### config.mk
export PLATFORM = sky130hd
export DESIGN_NAME = instruction_fetch_unit
export DESIGN_NICKNAME = d
export VERILOG_FILES = /design/src/rtl/kgp_risc_pkg.sv /design/src/rtl/fetch_target_sel.sv /design/src/rtl/instruction_fetch_unit.sv
export SDC_FILE = /design/constraint.sdc
export NUM_CORES = 1
export LEC_CHECK = 0
export CORE_MARGIN = 1.5
export CORE_UTILIZATION = 39
export DETAILED_ROUTE_END_ITERATION = 8
export PLACE_DENSITY = 0.73
export SYNTH_ARGS = -nofsm -noshare
export SYNTH_HDL_FRONTEND = slang
export SYNTH_SLANG_ARGS = --single-unit
### constraint.sdc
create_clock -name clk -period 4.4 [get_ports clk]
set_input_delay 0.66 -clock clk [delete_from_list [all_inputs] [get_ports clk]]
set_output_delay 0.66 -clock clk [all_outputs]
set_load 0.03 [all_outputs]
### src/rtl/kgp_risc_pkg.sv
// Shared types and constants for the KGP_RISC front end.
// Holds the fetch FSM state encoding and instruction/jump field widths.
package kgp_risc_pkg;

   localparam int INSTR_W  = 32;
   localparam int J_ADDR_W = 26;
   localparam logic [31:0] RESET_PC_DEFAULT = 32'h0000_0000;

   typedef enum logic [1:0] {
      FETCH = 2'b00,
      WAIT  = 2'b01,
      HOLD  = 2'b10,
      DROP  = 2'b11
   } fetch_state_t;

endpackage

### src/rtl/fetch_target_sel.sv
// Next-PC priority mux: redirect beats jump, jump beats sequential pc+4.
// take_redirect flags that the control flow changes on this edge.
module fetch_target_sel
   import kgp_risc_pkg::*;
#(
   parameter int ADDR_W = 32
) (
   input  logic [ADDR_W-1:0]   pc,
   input  logic [ADDR_W-29:0]  pc_region,
   input  logic                jump_valid,
   input  logic [J_ADDR_W-1:0] j_addr,
   input  logic                redirect_valid,
   input  logic [ADDR_W-1:0]   redirect_target,
   output logic [ADDR_W-1:0]   next_pc,
   output logic                take_redirect
);

   localparam logic [ADDR_W-1:0] PC_STEP    = {{(ADDR_W-3){1'b0}}, 3'b100};
   localparam logic [ADDR_W-1:0] ALIGN_MASK = {{(ADDR_W-2){1'b1}}, 2'b00};

   // select the next pc; the sequential sum wraps naturally at the top of memory
   always_comb begin
      next_pc       = pc + PC_STEP;
      take_redirect = 1'b0;
      if (redirect_valid) begin
         next_pc       = redirect_target & ALIGN_MASK;
         take_redirect = 1'b1;
      end else if (jump_valid) begin
         next_pc       = {pc_region, j_addr, 2'b00};
         take_redirect = 1'b1;
      end else begin
         next_pc       = pc + PC_STEP;
         take_redirect = 1'b0;
      end
   end

endmodule

### src/rtl/instruction_fetch_unit.sv
// KGP_RISC fetch unit: owns the pc, issues single outstanding imem fetches and
// hands instruction words to the decoder, squashing anything a redirect makes stale.
module instruction_fetch_unit
   import kgp_risc_pkg::*;
#(
   parameter int                ADDR_W   = 32,
   parameter logic [ADDR_W-1:0] RESET_PC = ADDR_W'(RESET_PC_DEFAULT)
) (
   input  logic                clk,
   input  logic                rst,
   output logic                imem_req,
   output logic [ADDR_W-1:0]   imem_addr,
   input  logic                imem_rvalid,
   input  logic [INSTR_W-1:0]  imem_rdata,
   output logic [INSTR_W-1:0]  instr,
   output logic [ADDR_W-1:0]   instr_pc,
   output logic                instr_valid,
   input  logic                dec_ready,
   input  logic                jump_valid,
   input  logic [J_ADDR_W-1:0] j_addr,
   input  logic                redirect_valid,
   input  logic [ADDR_W-1:0]   redirect_target
);

   fetch_state_t        state_r, state_nxt_s;
   logic [ADDR_W-1:0]   pc_r, pc_nxt_s;
   logic                imem_req_r, imem_req_nxt_s;
   logic [ADDR_W-1:0]   imem_addr_r, imem_addr_nxt_s;
   logic [INSTR_W-1:0]  instr_r, instr_nxt_s;
   logic [ADDR_W-1:0]   instr_pc_r, instr_pc_nxt_s;
   logic                instr_valid_r, instr_valid_nxt_s;
   logic [ADDR_W-1:0]   sel_pc_s;
   logic                take_redirect_s;

   fetch_target_sel #(
      .ADDR_W (ADDR_W)
   ) u_target_sel (
      .pc              (pc_r),
      .pc_region       (instr_pc_r[ADDR_W-1:28]),
      .jump_valid      (jump_valid),
      .j_addr          (j_addr),
      .redirect_valid  (redirect_valid),
      .redirect_target (redirect_target),
      .next_pc         (sel_pc_s),
      .take_redirect   (take_redirect_s)
   );

   // next-state and next-output logic; pc always names the word being fetched or next to fetch
   always_comb begin
      state_nxt_s       = state_r;
      pc_nxt_s          = pc_r;
      imem_req_nxt_s    = 1'b0;
      imem_addr_nxt_s   = imem_addr_r;
      instr_nxt_s       = instr_r;
      instr_pc_nxt_s    = instr_pc_r;
      instr_valid_nxt_s = instr_valid_r;
      if (take_redirect_s) begin
         pc_nxt_s          = sel_pc_s;
         instr_valid_nxt_s = 1'b0;
         case (state_r)
            WAIT:    state_nxt_s = imem_rvalid ? FETCH : DROP;
            DROP:    state_nxt_s = imem_rvalid ? FETCH : DROP;
            default: state_nxt_s = FETCH;
         endcase
      end else begin
         case (state_r)
            FETCH: begin
               imem_req_nxt_s  = 1'b1;
               imem_addr_nxt_s = pc_r;
               state_nxt_s     = WAIT;
            end
            WAIT: begin
               if (imem_rvalid) begin
                  instr_nxt_s       = imem_rdata;
                  instr_pc_nxt_s    = pc_r;
                  instr_valid_nxt_s = 1'b1;
                  pc_nxt_s          = sel_pc_s;
                  state_nxt_s       = HOLD;
               end else begin
                  state_nxt_s = WAIT;
               end
            end
            HOLD: begin
               if (dec_ready) begin
                  instr_valid_nxt_s = 1'b0;
                  imem_req_nxt_s    = 1'b1;
                  imem_addr_nxt_s   = pc_r;
                  state_nxt_s       = WAIT;
               end else begin
                  state_nxt_s = HOLD;
               end
            end
            DROP: begin
               if (imem_rvalid) begin
                  state_nxt_s = FETCH;
               end else begin
                  state_nxt_s = DROP;
               end
            end
            default: begin
               state_nxt_s = FETCH;
            end
         endcase
      end
   end

   // state and output registers
   always_ff @(posedge clk) begin
      if (rst) begin
         state_r       <= FETCH;
         pc_r          <= RESET_PC;
         imem_req_r    <= 1'b0;
         imem_addr_r   <= RESET_PC;
         instr_r       <= {INSTR_W{1'b0}};
         instr_pc_r    <= {ADDR_W{1'b0}};
         instr_valid_r <= 1'b0;
      end else begin
         state_r       <= state_nxt_s;
         pc_r          <= pc_nxt_s;
         imem_req_r    <= imem_req_nxt_s;
         imem_addr_r   <= imem_addr_nxt_s;
         instr_r       <= instr_nxt_s;
         instr_pc_r    <= instr_pc_nxt_s;
         instr_valid_r <= instr_valid_nxt_s;
      end
   end

   assign imem_req    = imem_req_r;
   assign imem_addr   = imem_addr_r;
   assign instr       = instr_r;
   assign instr_pc    = instr_pc_r;
   assign instr_valid = instr_valid_r;

endmodule

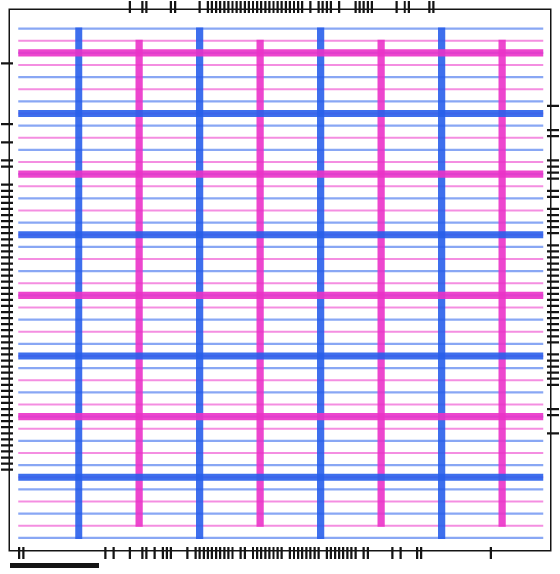
**Above:** run 1 (power grid).
Bar = 20 um. Pins as bars on the die edge.
blue -> VSS
magenta -> VDD
met4 straps = 8
met5 straps = 8

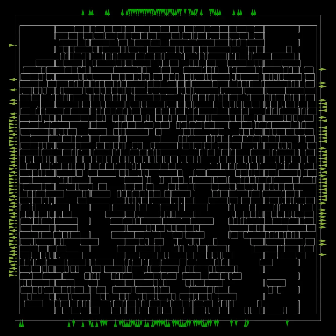
**Above:** run 1 (cell placement).
count of inserted tapcells: 176
Seq cells: 126
post-route non-filler standard cell count: 1,051
placeable core area: 13,450 um^2
sequential cell area share: 0.3199

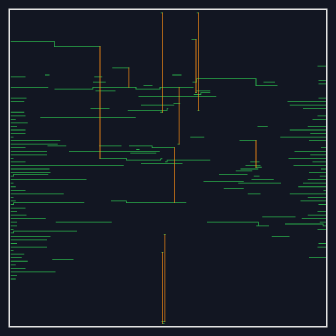
**Above:** run 1 (wiring by layer).
Only two layers are drawn.
orange -> M4  # wire length 260 um
green -> M3  # wire length 1,350 um

==> writeup.txt, run 1 <==
The run gives 0.449 for the sequential cell fraction of total power. The worst setup path is launched from a primary input. At the later pin of the worst-skew pair, clock insertion delay measures 410 ps. The synthesis-to-finish area growth was 44.87%; the power dissipated in combinational cells was 299 uW. Per the detail_route report, DRC violations left total 0.

In this run the count of I/O pins placed on the die edge is 194. Worst flop-to-flop path endpoint: pc_r[24]. Setup total negative slack on the finished layout was measured at 0 ps. The most common library cell in the layout ignoring fill and taps was nand2_1. The count of antenna diodes in the layout was 0; the horizontal die dimension was 121.1 um. By instance count, the leading cell after synthesis is nand2_1. Logic depth along the worst register-to-register path is recorded as 7.

The synthesized netlist was found by Yosys to have 707 cells. Per the timing report, the achievable frequency comes out to 0.3292 GHz. The run gives 11,090 um as the placed wire-length estimate.

The net switching power of the design is 653.7 uW, and the number of antenna violations at the first check in global routing is 0. The share of Yosys cell area claimed by the top area cell type is 0.4634, and the number of distinct library cells after synthesis is 57. For reference, the critical path cell chain is clkdlybuf4s50_1, buf_4, nor2b_1, a22oi_1, a21oi_1, nor2_1, a211oi_1. The stage logs contain a warning count of 28. TritonCTS built the clock tree.

The tools report the effective utilization at floorplan as 0.4046. Clock skew on the completed layout was measured at 4.694 ps. The internal portion of the total power is 2062 uW. STA reports a reg2reg setup slack of 2100 ps. Counting endpoints that fail hold in the final report gives 0. Per the finish-stage timing summary, setup violations number 0. The run finished with clean final reports. The fraction of power spent switching nets is 0.2407. The worst-path maximum fanout came out at 19.

Share of total power in combinational logic: 0.110. A synthesized cell averages 7.698 um^2. Detailed-route iteration 0 reported a violation count of 522. The report lists the number of standard-cell rows as 42. Clock group power: 1200 uW.

The worst hold path belongs to the class reg2reg.
==> run 1: logic make-up (layout without fill, tap and decap cells) <==
family	after synthesis	in the layout	synth area share
AND/OR/NAND/NOR	289	289	0.2308
XOR/XNOR	14	14	0.02253
flip-flops	126	126	0.4634
other	1	4	0.0006890
multiplexers	6	6	0.01149
buffers and inverters	72	237	0.05425
adder cells (fa/ha/maj)	1	1	0.002298
AND-OR/OR-AND	198	198	0.2145
==> run 1: per-layer routing <==
metal	track usage	vias up	part of all wire	wire [um]
li1	-	2746	-	-
met1	0.2942	2611	0.44	7505
met2	0.3622	203	0.46	7756
met3	0.08506	20	0.080	1350
met4	0.07206	0	0.015	259
met5	0	-	0	0
==> run 1: layout make-up <==
cell class,count,share of cell area
multi-input combinational,512,0.3359
sequential,126,0.3199
timing repair buffer,198,0.2475
clock buffer,23,0.06062
tap,176,0.02793
inverter,13,0.006189
clock inverter,3,0.001904
==> run 1: sequential cells by signal, summed over array words and instances (netlist names) <==
register and count:
instr 32, instr_valid 1, state_r 2, instr_pc 30
imem_addr 30, imem_req 1, pc_r 30
==> run 1: stage by stage <==
step           area (um^2)  instances    util
4_1_cts               7885       1051  0.5861
5_1_grt               7885       1051  0.5861
3_3_place_gp          7392       1025  0.5495
3_5_place_dp          7392       1025  0.5495
6_report              7885       1051  0.5861
2_1_floorplan         5454        710       -
==> run 1: worst min-delay path by stage <==
| stage | end |
|---|---|
| 2_1_floorplan | imem_addr[26] |
| 3_5_place_dp | imem_addr[28] |
| 3_3_place_gp | instr[17] |
| 4_1_cts | instr[2] |
| 6_report | instr[2] |
| 5_1_grt | imem_addr[14] |
==> run 1: tightest hold or removal path, delay by kind of cell (launching register included) <==
family | cells | cell delay, ps
AOI/OAI and AO/OA | 1 | 50
and+or+nand+nor | 1 | 50
DFF | 1 | 300
==> inputs of run 2 (changes only) <==
--- a/config.mk
+++ b/config.mk
@@ -8,7 +8,7 @@
 export CORE_MARGIN = 1.5
 export CORE_UTILIZATION = 39
 export DETAILED_ROUTE_END_ITERATION = 8
-export PLACE_DENSITY = 0.73
+export PLACE_DENSITY = 0.76
 export SYNTH_ARGS = -nofsm -noshare
 export SYNTH_HDL_FRONTEND = slang
 export SYNTH_SLANG_ARGS = --single-unit
==> constraint.sdc (replaced) <==
create_clock -name clk -period 2.73 [get_ports clk]
set_input_delay 0.4095 -clock clk [delete_from_list [all_inputs] [get_ports clk]]
set_output_delay 0.4095 -clock clk [all_outputs]
set_load 0.03 [all_outputs]
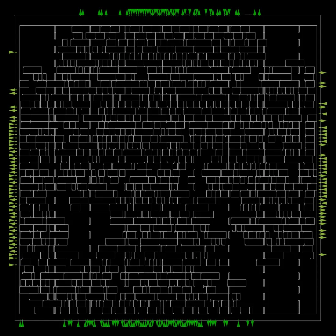
**Above:** run 2 (cell placement).
sequential cell area share: 0.3142
number of filler instances in the final layout: 1,242
# rows: 42

==> run 2 against run 1 <==
Sequential share of layout area is 0.57 points lower. Clock-buffer cell count is 1 higher. Power is 67% higher. Critical path type is now reg2reg. Critical endpoint is now pc_r[16]. Highest routed layer unchanged.
==> writeup.txt, run 2 <==
Setup total negative slack on the finished layout was measured at 0 ps. Counting the buffers created by CTS gives 17. The tools report the element type at the critical path start as a register.

The number of hold violations in the final report was 0. The number of design rule violations left after detail routing was 0; the violation count after the first detailed-route iteration was 504. The share of synthesized cell area in and, or, nand and nor gates works out to 0.2308. Per the run report, area growth between synthesis and finish was 47.52%. Averaged over all synthesized cells, the footprint is 7.698 um^2. The share of total power in combinational logic is 0.109. The tools report the number of cells in the yosys synthesis report as 707. The fraction of power spent switching nets is 0.2408, and the boundary pin count is 194. The share of Yosys cell area claimed by the top area cell type came out at 0.4634. TritonCTS built the clock tree.

The multiplexer area fraction after synthesis is 0.01149, and the utilization after layout is 0.5968. With the number of sinks handled by clock tree synthesis at 126, the depth of the worst register-to-register path is 7. The tools report the clock skew as 5.892 ps. Clock insertion delay at the later pin of the skew report: 420 ps. The run finished with clean final reports. Synthesized-area fraction occupied by ao, oa, aoi and oai cells: 0.2145. The worst hold path passes through 2 cells. The horizontal die dimension reported for this design is 121.1 um. The effective utilization at floorplan is 0.4046, and the net switching power of the design is 1094 uW. Highest clock frequency the design can meet: 0.4736 GHz. The most common library cell in the layout ignoring fill and taps is nand2_1.

The dominant kind of combinational cell was simple AND/OR/NAND/NOR gates. With the core area at 13,450 um^2, the number of distinct library cells after synthesis is 57. The sequential cell fraction of total power was 0.432.

The logs give 707 for the synthesized netlist cell count and 0 for the final tally of setup violations. The run gives 0.002299 for the area fraction in full adders, half adders and majority gates. The run gives 32 for the number of flip-flops in the largest register.

The async set-or-reset flop fraction in the synthesized netlist came out at 0. Looking at the critical path, the highest net fanout was 12. The commonest register cell is dfxtp_1. The count of warning messages emitted by the tools came out at 28. For the cell-internal power, the log shows 3449 uW.

No sink is reached through more buffers than the 2 on the longest clock path. Counting instances in the post-synthesis netlist gives the leading cell types as nand2_1, dfxtp_1, a21oi_1, clkbuf_1, nor2_1. Type of the tightest min-delay check: reg2reg. Per the repair_timing log after CTS, setup buffers inserted total 0.
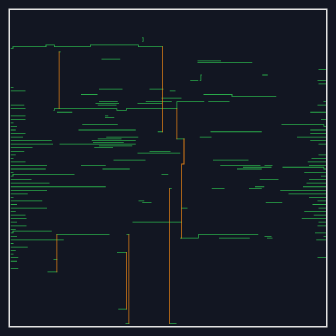
**Above:** run 2 (wiring by layer).
Only two layers are drawn.
green -> M3  # wire length 1,240 um
orange -> M4  # wire length 227 um

==> run 2: cell counts after synthesis <==
No cell type changed its count.
==> run 2: final cells by class <==
class	count	area, um^2	area share
Clock buffer	24	481.7	0.06000
Sequential cell	126	2522	0.3142
Antenna cell	1	2.502	0.0003117
Tap cell	176	220.2	0.02743
Multi-Input combinational cell	512	2649	0.3299
Clock inverter	7	62.56	0.007792
Inverter	13	48.80	0.006078
Timing Repair Buffer	210	2042	0.2543
==> run 2: critical path, cell delays in order (launching register included) <==
cell	delay, ps
dfxtp_1	430
ha_1	240
nand4_1	250
nor3_1	280
buf_4	220
nand4_1	100
a222oi_1	310
a2111oi_0	110
==> run 2: final timing paths <==
kind                      from            to  slack, ps
setup / recovery       pc_r[3]      pc_r[16]        620
setup reg to reg       pc_r[3]      pc_r[16]        620
hold / removal    imem_addr[9]  imem_addr[9]        450
hold reg to reg   imem_addr[9]  imem_addr[9]        450
==> run 2: metal layers <==
metal	GRT usage	up-vias	part of all wire
li1	-	2778	-
met1	0.3012	2603	0.44
met2	0.3771	218	0.47
met3	0.06391	19	0.073
met4	0.07574	0	0.013
met5	0	-	0
==> run 2: metrics by stage <==
stage	cell area (um^2)	power, uW	hold slack [ps]	setup slack, ps	instances
detailed placement	7482	2490	445.3	290.7	1037
global route	8029	4710	467.9	399.3	1069
global placement	7482	2485	441.3	340.9	1037
floorplan	5454	2239	458.3	863.8	710
finish	8029	4542	450.0	618.4	1069
CTS	8026	4577	452.9	624.0	1068
==> run 2: power by group through the flow <==
stage	clock, uW	sequential (uW)	combinational [uW]
after floorplan	0	2010	231
final	2080	1960	497
after global routing	2200	1970	539
after global placement	0	2000	487
after CTS	2120	1960	495
after detailed placement	0	2000	491
Power figures rest on the tool's default switching activity, not on a simulated workload.
